--- config.mk ---
export PLATFORM = sky130hd
export DESIGN_NAME = sram_arbiter
export DESIGN_NICKNAME = d
export VERILOG_FILES = /design/src/rtl/sram_arb_pkg.sv /design/src/rtl/sram_arb_prio.sv /design/src/rtl/sram_arbiter.sv
export SDC_FILE = /design/constraint.sdc
export NUM_CORES = 1
export LEC_CHECK = 0
export ABC_AREA = 1
export CAP_MARGIN = 20
export CORE_AREA = 10 10 132 86
export DETAILED_ROUTE_END_ITERATION = 6
export DIE_AREA = 0 0 142 96
export PLACE_DENSITY = 0.95
export SYNTH_ARGS = -nofsm -noshare
export SYNTH_HDL_FRONTEND = slang
export SYNTH_SLANG_ARGS = --single-unit
--- constraint.sdc ---
create_clock -name clk -period 7.6 [get_ports clk]
set_input_delay 0.76 -clock clk [delete_from_list [all_inputs] [get_ports clk]]
set_output_delay 0.76 -clock clk [all_outputs]
set_load 0.01 [all_outputs]
--- src/rtl/sram_arb_pkg.sv ---
// sram_arb_pkg: shared types and constants for the SRAM arbiter.
//   state_e : access sequencer states (idle, timed access, ack).
//   sel_e   : which requester owns the current access.
//   Strobe/drive reset constants for the SRAM pins.
package sram_arb_pkg;

    typedef enum logic [1:0] {
        StIdle   = 2'd0,
        StAccess = 2'd1,
        StAck    = 2'd2
    } state_e;

    typedef enum logic {
        SelP0 = 1'b0,
        SelP1 = 1'b1
    } sel_e;

    // Active-low strobes park deasserted; DQ is released.
    localparam logic StrobeRst = 1'b1;
    localparam logic DqOeRst   = 1'b0;

endpackage

--- src/rtl/sram_arb_prio.sv ---
// sram_arb_prio: grant selection for the two SRAM requesters.
// Port 0 wins by default; port 1 is forced once it has watched MAX_WAIT
// consecutive port-0 grants (MAX_WAIT = 0 gives pure fixed priority).
// Ports:
//   clk, reset    clock, async active-high reset
//   arb_en_i      sequencer is idle and may grant this cycle
//   p0_req_i      port 0 request
//   p1_req_i      port 1 request
//   grant_o       a grant is issued this cycle
//   sel_o         granted port (valid with grant_o)
module sram_arb_prio
    import sram_arb_pkg::*;
#(
    parameter int unsigned MAX_WAIT = 4
) (
    input  logic clk,
    input  logic reset,
    input  logic arb_en_i,
    input  logic p0_req_i,
    input  logic p1_req_i,
    output logic grant_o,
    output sel_e sel_o
);

    localparam int unsigned WaitW = (MAX_WAIT > 0) ? $clog2(MAX_WAIT + 1) : 1;
    localparam logic [WaitW-1:0] WaitMax = WaitW'(MAX_WAIT);

    logic [WaitW-1:0] wait_q, wait_d;
    logic             force_p1;

    assign force_p1 = (MAX_WAIT > 0) && p1_req_i && (wait_q == WaitMax);

    always_comb begin
        grant_o = arb_en_i && (p0_req_i || p1_req_i);
        sel_o   = (force_p1 || !p0_req_i) ? SelP1 : SelP0;
        wait_d  = wait_q;
        // The counter only moves while the sequencer is arbitrating.
        if (arb_en_i) begin
            if (!p1_req_i || sel_o == SelP1) begin
                wait_d = '0;
            end else if (wait_q != WaitMax) begin
                wait_d = wait_q + WaitW'(1);
            end
        end
    end

    always_ff @(posedge clk or posedge reset) begin
        if (reset) begin
            wait_q <= '0;
        end else begin
            wait_q <= wait_d;
        end
    end

endmodule

--- src/rtl/sram_arbiter.sv ---
// sram_arbiter: two-port arbiter and fixed-timing access sequencer for a
// 16-bit asynchronous SRAM. Port 0 (audio) has priority with a starvation
// guard for port 1 (bridge). All SRAM-facing outputs are registered; the
// tristate DQ buffer lives in the parent.
// Optional: define SRAM_ARB_STATS_EN to add p0_grants/p1_grants (32-bit,
// wrapping, +1 per ack) and max_p1_wait (8-bit, saturating, longest
// p1_req-rise-to-p1_ack in cycles).
// Ports:
//   clk, reset                        clock, async active-high reset
//   pN_req/we/addr/wdata/be           request + command, held until ack
//   pN_ack                            one-cycle completion pulse
//   pN_rdata                          read data, held until next read
//   sram_addr, sram_dq_out, sram_dq_oe, sram_dq_in   SRAM address/data
//   sram_ce_n/oe_n/we_n/lb_n/ub_n     active-low SRAM strobes
module sram_arbiter
    import sram_arb_pkg::*;
#(
    parameter int unsigned ADDR_W      = 20,
    parameter int unsigned DATA_W      = 16,  // two byte lanes only
    parameter int unsigned WAIT_CYCLES = 1,
    parameter int unsigned MAX_WAIT    = 4
) (
    input  logic              clk,
    input  logic              reset,
    input  logic              p0_req,
    input  logic              p0_we,
    input  logic [ADDR_W-1:0] p0_addr,
    input  logic [DATA_W-1:0] p0_wdata,
    input  logic [1:0]        p0_be,
    output logic              p0_ack,
    output logic [DATA_W-1:0] p0_rdata,
    input  logic              p1_req,
    input  logic              p1_we,
    input  logic [ADDR_W-1:0] p1_addr,
    input  logic [DATA_W-1:0] p1_wdata,
    input  logic [1:0]        p1_be,
    output logic              p1_ack,
    output logic [DATA_W-1:0] p1_rdata,
    output logic [ADDR_W-1:0] sram_addr,
    output logic [DATA_W-1:0] sram_dq_out,
    output logic              sram_dq_oe,
    input  logic [DATA_W-1:0] sram_dq_in,
    output logic              sram_ce_n,
    output logic              sram_oe_n,
    output logic              sram_we_n,
    output logic              sram_lb_n,
    output logic              sram_ub_n
`ifdef SRAM_ARB_STATS_EN
    ,
    output logic [31:0]       p0_grants,
    output logic [31:0]       p1_grants,
    output logic [7:0]        max_p1_wait
`endif
);

    localparam logic [3:0] WaitLoad = 4'(WAIT_CYCLES);

    state_e            state_q, state_d;
    logic [3:0]        cnt_q, cnt_d;
    sel_e              sel_q, sel_d;
    logic              we_q, we_d;
    logic [ADDR_W-1:0] addr_q, addr_d;
    logic [DATA_W-1:0] dq_out_q, dq_out_d;
    logic              dq_oe_q, dq_oe_d;
    logic              ce_n_q, ce_n_d;
    logic              oe_n_q, oe_n_d;
    logic              we_n_q, we_n_d;
    logic              lb_n_q, lb_n_d;
    logic              ub_n_q, ub_n_d;
    logic              p0_ack_q, p0_ack_d;
    logic              p1_ack_q, p1_ack_d;
    logic [DATA_W-1:0] p0_rdata_q, p0_rdata_d;
    logic [DATA_W-1:0] p1_rdata_q, p1_rdata_d;

    logic              grant;
    sel_e              grant_sel;
    logic              g_we;
    logic [ADDR_W-1:0] g_addr;
    logic [DATA_W-1:0] g_wdata;
    logic [1:0]        g_be;

    sram_arb_prio #(
        .MAX_WAIT (MAX_WAIT)
    ) u_prio (
        .clk      (clk),
        .reset    (reset),
        .arb_en_i (state_q == StIdle),
        .p0_req_i (p0_req),
        .p1_req_i (p1_req),
        .grant_o  (grant),
        .sel_o    (grant_sel)
    );

    // Command of the port being granted this cycle.
    assign g_we    = (grant_sel == SelP1) ? p1_we    : p0_we;
    assign g_addr  = (grant_sel == SelP1) ? p1_addr  : p0_addr;
    assign g_wdata = (grant_sel == SelP1) ? p1_wdata : p0_wdata;
    assign g_be    = (grant_sel == SelP1) ? p1_be    : p0_be;

    always_comb begin
        state_d    = state_q;
        cnt_d      = cnt_q;
        sel_d      = sel_q;
        we_d       = we_q;
        addr_d     = addr_q;
        dq_out_d   = dq_out_q;
        dq_oe_d    = dq_oe_q;
        ce_n_d     = ce_n_q;
        oe_n_d     = oe_n_q;
        we_n_d     = we_n_q;
        lb_n_d     = lb_n_q;
        ub_n_d     = ub_n_q;
        p0_ack_d   = 1'b0;
        p1_ack_d   = 1'b0;
        p0_rdata_d = p0_rdata_q;
        p1_rdata_d = p1_rdata_q;

        case (state_q)
            StIdle: begin
                dq_oe_d = 1'b0;
                if (grant) begin
                    sel_d    = grant_sel;
                    we_d     = g_we;
                    addr_d   = g_addr;
                    dq_out_d = g_wdata;
                    ce_n_d   = 1'b0;
                    lb_n_d   = ~g_be[0];
                    ub_n_d   = ~g_be[1];
                    we_n_d   = ~g_we;
                    oe_n_d   = g_we;
                    dq_oe_d  = g_we;
                    cnt_d    = WaitLoad;
                    state_d  = StAccess;
                end
            end
            StAccess: begin
                if (cnt_q == 4'd0) begin
                    if (!we_q) begin
                        if (sel_q == SelP1) begin
                            p1_rdata_d = sram_dq_in;
                        end else begin
                            p0_rdata_d = sram_dq_in;
                        end
                    end
                    p0_ack_d = (sel_q == SelP0);
                    p1_ack_d = (sel_q == SelP1);
                    ce_n_d   = StrobeRst;
                    oe_n_d   = StrobeRst;
                    we_n_d   = StrobeRst;
                    lb_n_d   = StrobeRst;
                    ub_n_d   = StrobeRst;
                    // Writes keep driving DQ one cycle past WE_N rising (hold time).
                    dq_oe_d  = we_q;
                    state_d  = StAck;
                end else begin
                    cnt_d = cnt_q - 4'd1;
                end
            end
            StAck: begin
                dq_oe_d = DqOeRst;
                state_d = StIdle;
            end
            default: begin
                state_d = StIdle;
            end
        endcase
    end

    always_ff @(posedge clk or posedge reset) begin
        if (reset) begin
            state_q    <= StIdle;
            cnt_q      <= '0;
            sel_q      <= SelP0;
            we_q       <= 1'b0;
            addr_q     <= '0;
            dq_out_q   <= '0;
            dq_oe_q    <= DqOeRst;
            ce_n_q     <= StrobeRst;
            oe_n_q     <= StrobeRst;
            we_n_q     <= StrobeRst;
            lb_n_q     <= StrobeRst;
            ub_n_q     <= StrobeRst;
            p0_ack_q   <= 1'b0;
            p1_ack_q   <= 1'b0;
            p0_rdata_q <= '0;
            p1_rdata_q <= '0;
        end else begin
            state_q    <= state_d;
            cnt_q      <= cnt_d;
            sel_q      <= sel_d;
            we_q       <= we_d;
            addr_q     <= addr_d;
            dq_out_q   <= dq_out_d;
            dq_oe_q    <= dq_oe_d;
            ce_n_q     <= ce_n_d;
            oe_n_q     <= oe_n_d;
            we_n_q     <= we_n_d;
            lb_n_q     <= lb_n_d;
            ub_n_q     <= ub_n_d;
            p0_ack_q   <= p0_ack_d;
            p1_ack_q   <= p1_ack_d;
            p0_rdata_q <= p0_rdata_d;
            p1_rdata_q <= p1_rdata_d;
        end
    end

    assign sram_addr   = addr_q;
    assign sram_dq_out = dq_out_q;
    assign sram_dq_oe  = dq_oe_q;
    assign sram_ce_n   = ce_n_q;
    assign sram_oe_n   = oe_n_q;
    assign sram_we_n   = we_n_q;
    assign sram_lb_n   = lb_n_q;
    assign sram_ub_n   = ub_n_q;
    assign p0_ack      = p0_ack_q;
    assign p1_ack      = p1_ack_q;
    assign p0_rdata    = p0_rdata_q;
    assign p1_rdata    = p1_rdata_q;

`ifdef SRAM_ARB_STATS_EN
    logic [31:0] p0_grants_q, p1_grants_q;
    logic [7:0]  max_wait_q, p1_wait_cnt_q;
    logic        p1_pend_q;

    // A wait starts on any cycle port 1 requests with nothing pending and no
    // ack showing, so a req held through its ack counts as a fresh request.
    always_ff @(posedge clk or posedge reset) begin
        if (reset) begin
            p0_grants_q   <= '0;
            p1_grants_q   <= '0;
            max_wait_q    <= '0;
            p1_wait_cnt_q <= '0;
            p1_pend_q     <= 1'b0;
        end else begin
            if (p0_ack_q) begin
                p0_grants_q <= p0_grants_q + 32'd1;
            end
            if (p1_ack_q) begin
                p1_grants_q <= p1_grants_q + 32'd1;
            end
            if (p1_pend_q) begin
                if (p1_ack_q) begin
                    p1_pend_q <= 1'b0;
                    if (p1_wait_cnt_q > max_wait_q) begin
                        max_wait_q <= p1_wait_cnt_q;
                    end
                end else if (p1_wait_cnt_q != 8'hFF) begin
                    p1_wait_cnt_q <= p1_wait_cnt_q + 8'd1;
                end
            end else if (p1_req && !p1_ack_q) begin
                p1_pend_q     <= 1'b1;
                p1_wait_cnt_q <= 8'd1;
            end
        end
    end

    assign p0_grants   = p0_grants_q;
    assign p1_grants   = p1_grants_q;
    assign max_p1_wait = max_wait_q;
`endif

endmodule

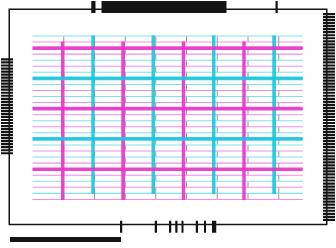
Run 1: power grid
The bar under the picture is 50 um long. Pins as bars on the die edge. Tap cells in gray.
[VSS] magenta
[VDD] cyan
rows: 27
met5 straps: 5
tap cells: 116
signal pins: 174

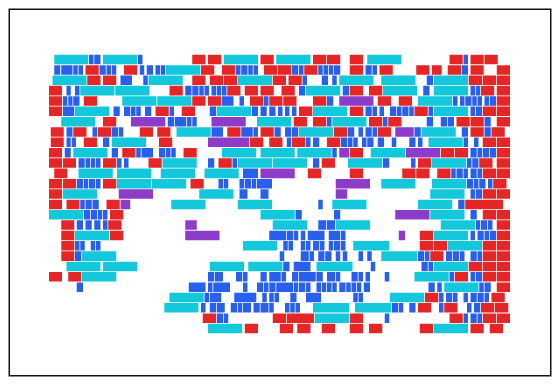
Run 1: placed cells, one color a class
[other buffers and delay cells] red | cells: 176
[clock drivers and dummy loads] purple | cells: 16
[combinational and other logic] blue | cells: 331
[flops] cyan | cells: 87

==> run summary, run 1 <==
Summary of the current implementation state.

- The number of buffers between clock root and the deepest sink is 2, for reference.
- The cell count after synthesis came out at 442.
- The post-DP HPWL is 9820 um, for reference.
- The power in sequential cells is 831 uW, for reference.
- The worst hold slack is 467 ps, for reference.
- The flow inserted 116 tap cells.
- TritonCTS built the clock tree.
- The power dissipated by switching net loads is 905 uW, for reference.
- The complex-gate fraction of the synthesized area is 16.9%, for reference.
- The most frequently used library cell after synthesis is sky130_fd_sc_hd__nand2_1.
- As logged by OpenROAD, the buffers inserted on ports number 173.
- The CTS H-tree depth is 3, for reference.
- The first-pass GRT wire length is 20400 um, for reference.
- The relative area of non-clock buffer cells in the final design is 29.8%, for reference.
- The number of CTS-inserted buffers is 9, for reference.
- Looking at the cell usage after synthesis, the top flip-flop cell is sky130_fd_sc_hd__dfrtp_1.
- Across all register-to-register paths, the minimum setup slack is 5110 ps.
- Setup repair after global routing left no endpoint under its margin.
- Ranking logic cells in the layout by count gives the top entries sky130_fd_sc_hd__clkdlybuf4s50_1, sky130_fd_sc_hd__nand2_1, sky130_fd_sc_hd__dfrtp_1, sky130_fd_sc_hd__a21oi_1, sky130_fd_sc_hd__nor2_1.
- The critical path is of the in2reg type.
- Buffers inserted to repair hold after CTS numbered 0.
- The script computed the net switching share of total power as 37.1%.
- The run finished with clean final reports.
- The number of placement rows is 27, for reference.
- The adder-cell area share of the yosys netlist is 2.23%, for reference.
- The OpenROAD warning count is 30, for reference.
- The worst path required time is 7840 ps, for reference.
- The worst reg2reg path depth is 7, for reference.
- In this run the count of I/O pins placed on the die edge is 174.
- STA puts the critical path data arrival time at 3140 ps.
- The power density over the cells is 407 nW/um^2, for reference.
- The clock-pin transition on the worst setup and hold timing paths is 60 ps, for reference.
- The clock reaches the later pin of the worst-skew pair after 340 ps.
- The path with the worst hold slack has its endpoint at sram_ce_n$_DFFE_PP1P_.
- Summed over all layers, the global routing overflow is 0.
- Among all stages on the critical path, the maximum delay recorded is 780 ps.
- Of the total power, registers draw 34.1%.
- The number of failing setup endpoints in the final timing report is 0, for reference.
- The number of synthesized register bits is 87, for reference.
- Logged for this run, the post-placement worst setup slack is 4110 ps.
- The chip occupies 13600 um^2.
- The routing usage on met1 is 22.2%, for reference.
- Counting endpoints that fail hold in the final report gives 0.
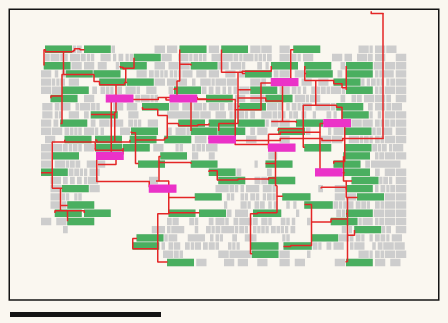
Run 1: routed clock nets over the placement
The bar under the picture is 50 um long.
[flip-flops] green | count: 87
[clock drivers] magenta | count: 9
[clock wires] red | length: 1080 um
routed clock nets: 10

Run 1, metal layers overlaid:
The bar under the picture is 50 um long. Only two layers are drawn.
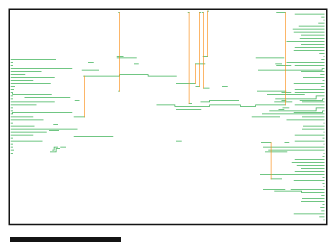

==> run 2, diff against run 1 <==
Settings changed: CORE_AREA 10 10 132 86 to 10 10 143 92, DIE_AREA 0 0 142 96 to 0 0 153 102, PLACE_DENSITY 0.95 to 0.88.
Clock period 7.6 ns to 2.4 ns, I/O delays scaled along.
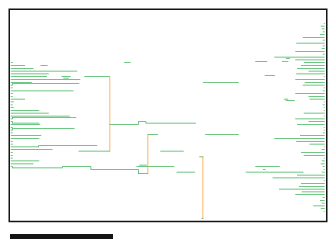
Run 2: metal layers overlaid
The bar under the picture is 50 um long. Only two layers are drawn.
[metal 3] green | wire length: 1230 um
[metal 4] orange | wire length: 85.0 um

==> run 2 against run 1 <==
  * Clock skew down 1.7 ps
  * Core utilization down 9.5 points
  * Critical path depth up 1
  * Cell count up 3.3%
  * Combinational power rose to 3.1 times the previous value
  * Largest cell class unchanged
  * Highest routed layer unchanged
==> run summary, run 2 <==
Summary of the current implementation state.

- Outcome: finished, final reports clean (unchanged).
- The portion of total power attributed to sequential cells came to 34.3% (was 34.1%).
- The amount of wire on met3 after detailed routing came to 1230 um (was 1360 um).
- The CTS tree is done (unchanged).
- The top fanout value on the critical path was 29 (was 45).
- The worst reg2reg path depth is 7 (unchanged), for reference.
- The pin count of the biggest net entering global routing came to 88 (unchanged).
- The power density over the cells is 1270 nW/um^2 (was 407 nW/um^2), for reference.
- The longest individual stage delay on the worst path is 420 ps (was 780 ps).
- The placeable core area came to 10500 um^2 (was 8920 um^2).
- The relative area of non-clock buffer cells in the final design is 29.6% (was 29.8%), for reference.
- The final number of hold-violating endpoints is 0 (unchanged).
- The routing usage on met1 is 19.3% (was 22.2%), for reference.
- The most numerous cell in the Yosys netlist is sky130_fd_sc_hd__nand2_1 (unchanged).
- The number of buffers inserted by port buffering came to 173 (unchanged).
- The most instantiated flip-flop cell in the synthesis netlist is sky130_fd_sc_hd__dfrtp_1 (unchanged), for reference.
- The total overflow reported by the global router is 0 (unchanged), for reference.
- The setup slack after placement came to 259 ps (was 4110 ps).
- The number of placement rows is 29 (was 27).
- The inserted tap cell count came to 139 (was 116).
- The OpenROAD warning count is 30 (unchanged), for reference.
- The number of synthesized register bits is 87 (unchanged), for reference.
- The overall chip area is 15600 um^2 (was 13600 um^2), for reference.
- The minimum setup slack among reg-to-reg paths was 420 ps (was 5110 ps).
- The power in sequential cells came to 2630 uW (was 831 uW).
- Top library cells by usage in the layout, fill and taps aside: sky130_fd_sc_hd__clkdlybuf4s50_1, sky130_fd_sc_hd__nand2_1, sky130_fd_sc_hd__dfrtp_1, sky130_fd_sc_hd__a21oi_1, sky130_fd_sc_hd__nor2_1 (unchanged).
- The clock network contribution to total cell area came to 5.11% (about the same).
- The adder-cell area share of the yosys netlist came to 2.23% (unchanged).
- The power dissipated by switching net loads came to 2810 uW (was 905 uW).
- The data arrival time of the critical path is 2230 ps (was 3140 ps), for reference.
- The total I/O pin count came to 174 (unchanged).
- The number of buffers inserted by hold repair at cts is 0 (unchanged).
- The number of CTS-inserted buffers came to 9 (unchanged).
- RSZ-0062 raised after global routing: no (unchanged).
- The setup TNS was 0 ps (unchanged).
- The type of the worst setup path is reg2reg (was in2reg), for reference.
- The mean instance size in the synthesized netlist is 8.87 um^2 (unchanged), for reference.
- The clock-pin transition on the worst setup and hold timing paths is 60 ps (about the same).
- The worst hold slack is 386 ps (was 467 ps).
- The number of failing setup endpoints in the final timing report is 0 (unchanged), for reference.
- The first-pass GRT wire length is 20600 um (was 20400 um), for reference.
- The post-DP HPWL was 9600 um (was 9820 um).
- The worst path required time is 2650 ps (was 7840 ps), for reference.
- The nature of the critical path endpoint is a flop (unchanged).
- The CTS H-tree depth is 3 (unchanged), for reference.
- The dominant kind of combinational cell is AND-OR/OR-AND gates (unchanged), for reference.
- The sequential cell count is 87 (unchanged), for reference.
- The synthesized instance count is 442 (unchanged).
Run 2, placed cells, one color a class:
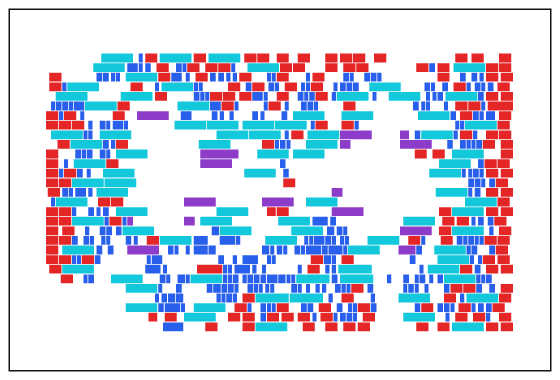

==> run 3, diff against run 2 <==
Clock period 2.4 ns to 1.6 ns, I/O delays scaled along.
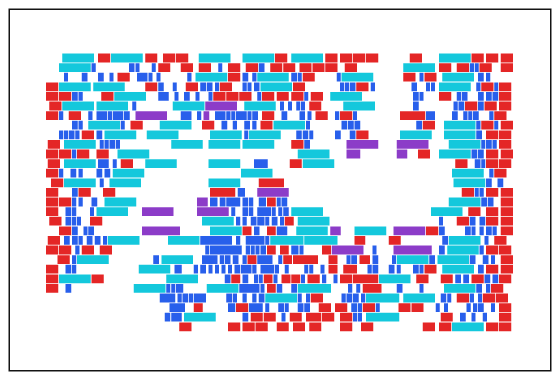
Run 3: placed cells, one color a class
[clock drivers and dummy loads] purple | cells: 16
[flops] cyan | cells: 87
[other buffers and delay cells] red | cells: 197
[combinational and other logic] blue | cells: 331

==> run 3 against run 2 <==
  * Sequential power is about 50% higher
  * Global-route usage hardly changed
  * Via count is 1.2% higher
  * Highest routed layer unchanged
==> run summary, run 3 <==
Summary of the current implementation state.

- Outcome: finished, final reports clean (unchanged).
- The share of total power consumed by net switching came to 36.3% (was 36.7%).
- The placeable core area is 10500 um^2 (unchanged), for reference.
- The number of placement rows is 29 (unchanged), for reference.
- The worst hold slack is 306 ps (was 386 ps), for reference.
- The final number of hold-violating endpoints came to 0 (unchanged).
- The top fanout value on the critical path is 2 (was 29), for reference.
- The inserted tap cell count was 139 (unchanged).
- The number of CTS-inserted buffers is 9 (unchanged), for reference.
- The setup TNS is 0 ps (unchanged), for reference.
- The setup slack after placement is -28.4 ps (was 259 ps).
- The CTS tree was done (unchanged).
- The number of synthesized register bits was 87 (unchanged).
- The complex-gate fraction of the synthesized area is 16.9% (unchanged), for reference.
- The OpenROAD warning count came to 31 (was 30).
- The nature of the critical path endpoint is an output pin (was flop), for reference.
- The number of buffers between clock root and the deepest sink is 2 (unchanged), for reference.
- The dominant kind of combinational cell is AND-OR/OR-AND gates (unchanged), for reference.
- The first-pass GRT wire length came to 20500 um (was 20600 um).
- The total I/O pin count is 174 (unchanged), for reference.
- The power density over the cells is 1920 nW/um^2 (was 1270 nW/um^2).
- The most instantiated flip-flop cell in the synthesis netlist is sky130_fd_sc_hd__dfrtp_1 (unchanged), for reference.
- The clock network contribution to total cell area is 5.21% (was 5.11%), for reference.
- The overall chip area is 15600 um^2 (unchanged), for reference.
- The longest individual stage delay on the worst path came to 540 ps (was 420 ps).
- The pin count of the biggest net entering global routing is 88 (unchanged).
- The number of buffers inserted by hold repair at cts came to 0 (unchanged).
- The total overflow reported by the global router was 0 (unchanged).
- The clock-pin transition on the worst setup and hold timing paths came to 60 ps (about the same).
- The most numerous cell in the Yosys netlist is sky130_fd_sc_hd__nand2_1 (unchanged), for reference.
- The portion of total power attributed to sequential cells is 32.7% (was 34.3%).
- The routing usage on met1 is 18.3% (was 19.3%).
- Top library cells by usage in the layout, fill and taps aside: sky130_fd_sc_hd__clkdlybuf4s50_1, sky130_fd_sc_hd__nand2_1, sky130_fd_sc_hd__dfrtp_1, sky130_fd_sc_hd__a21oi_1, sky130_fd_sc_hd__nor2_1 (unchanged).

==> notes/layouts.md <==
Pictures saved along the way, in no particular order.

Clock wiring as the flow saved it.
shot_01.png
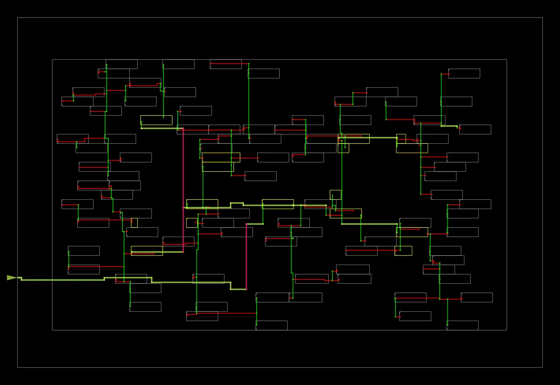
shot_02.png
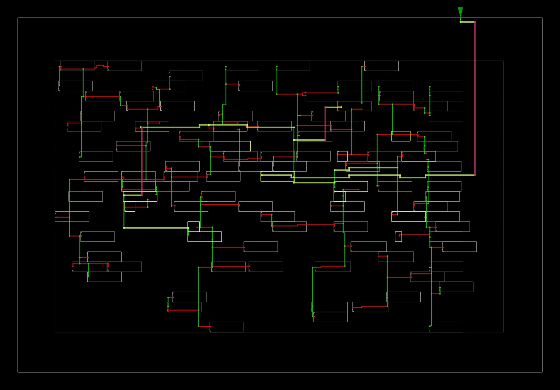
shot_03.png
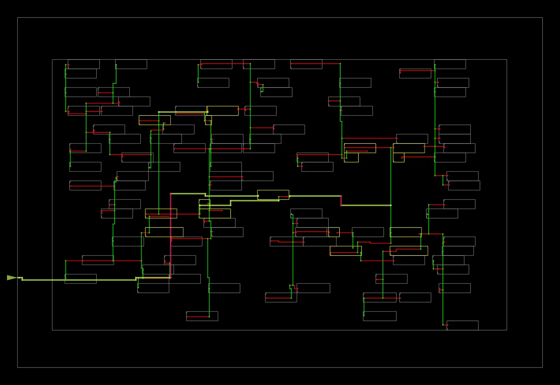
shot_03.png -> run 3
shot_02.png -> run 1
shot_01.png -> run 2

Power figures rest on the tool's default switching activity, not on a simulated workload.
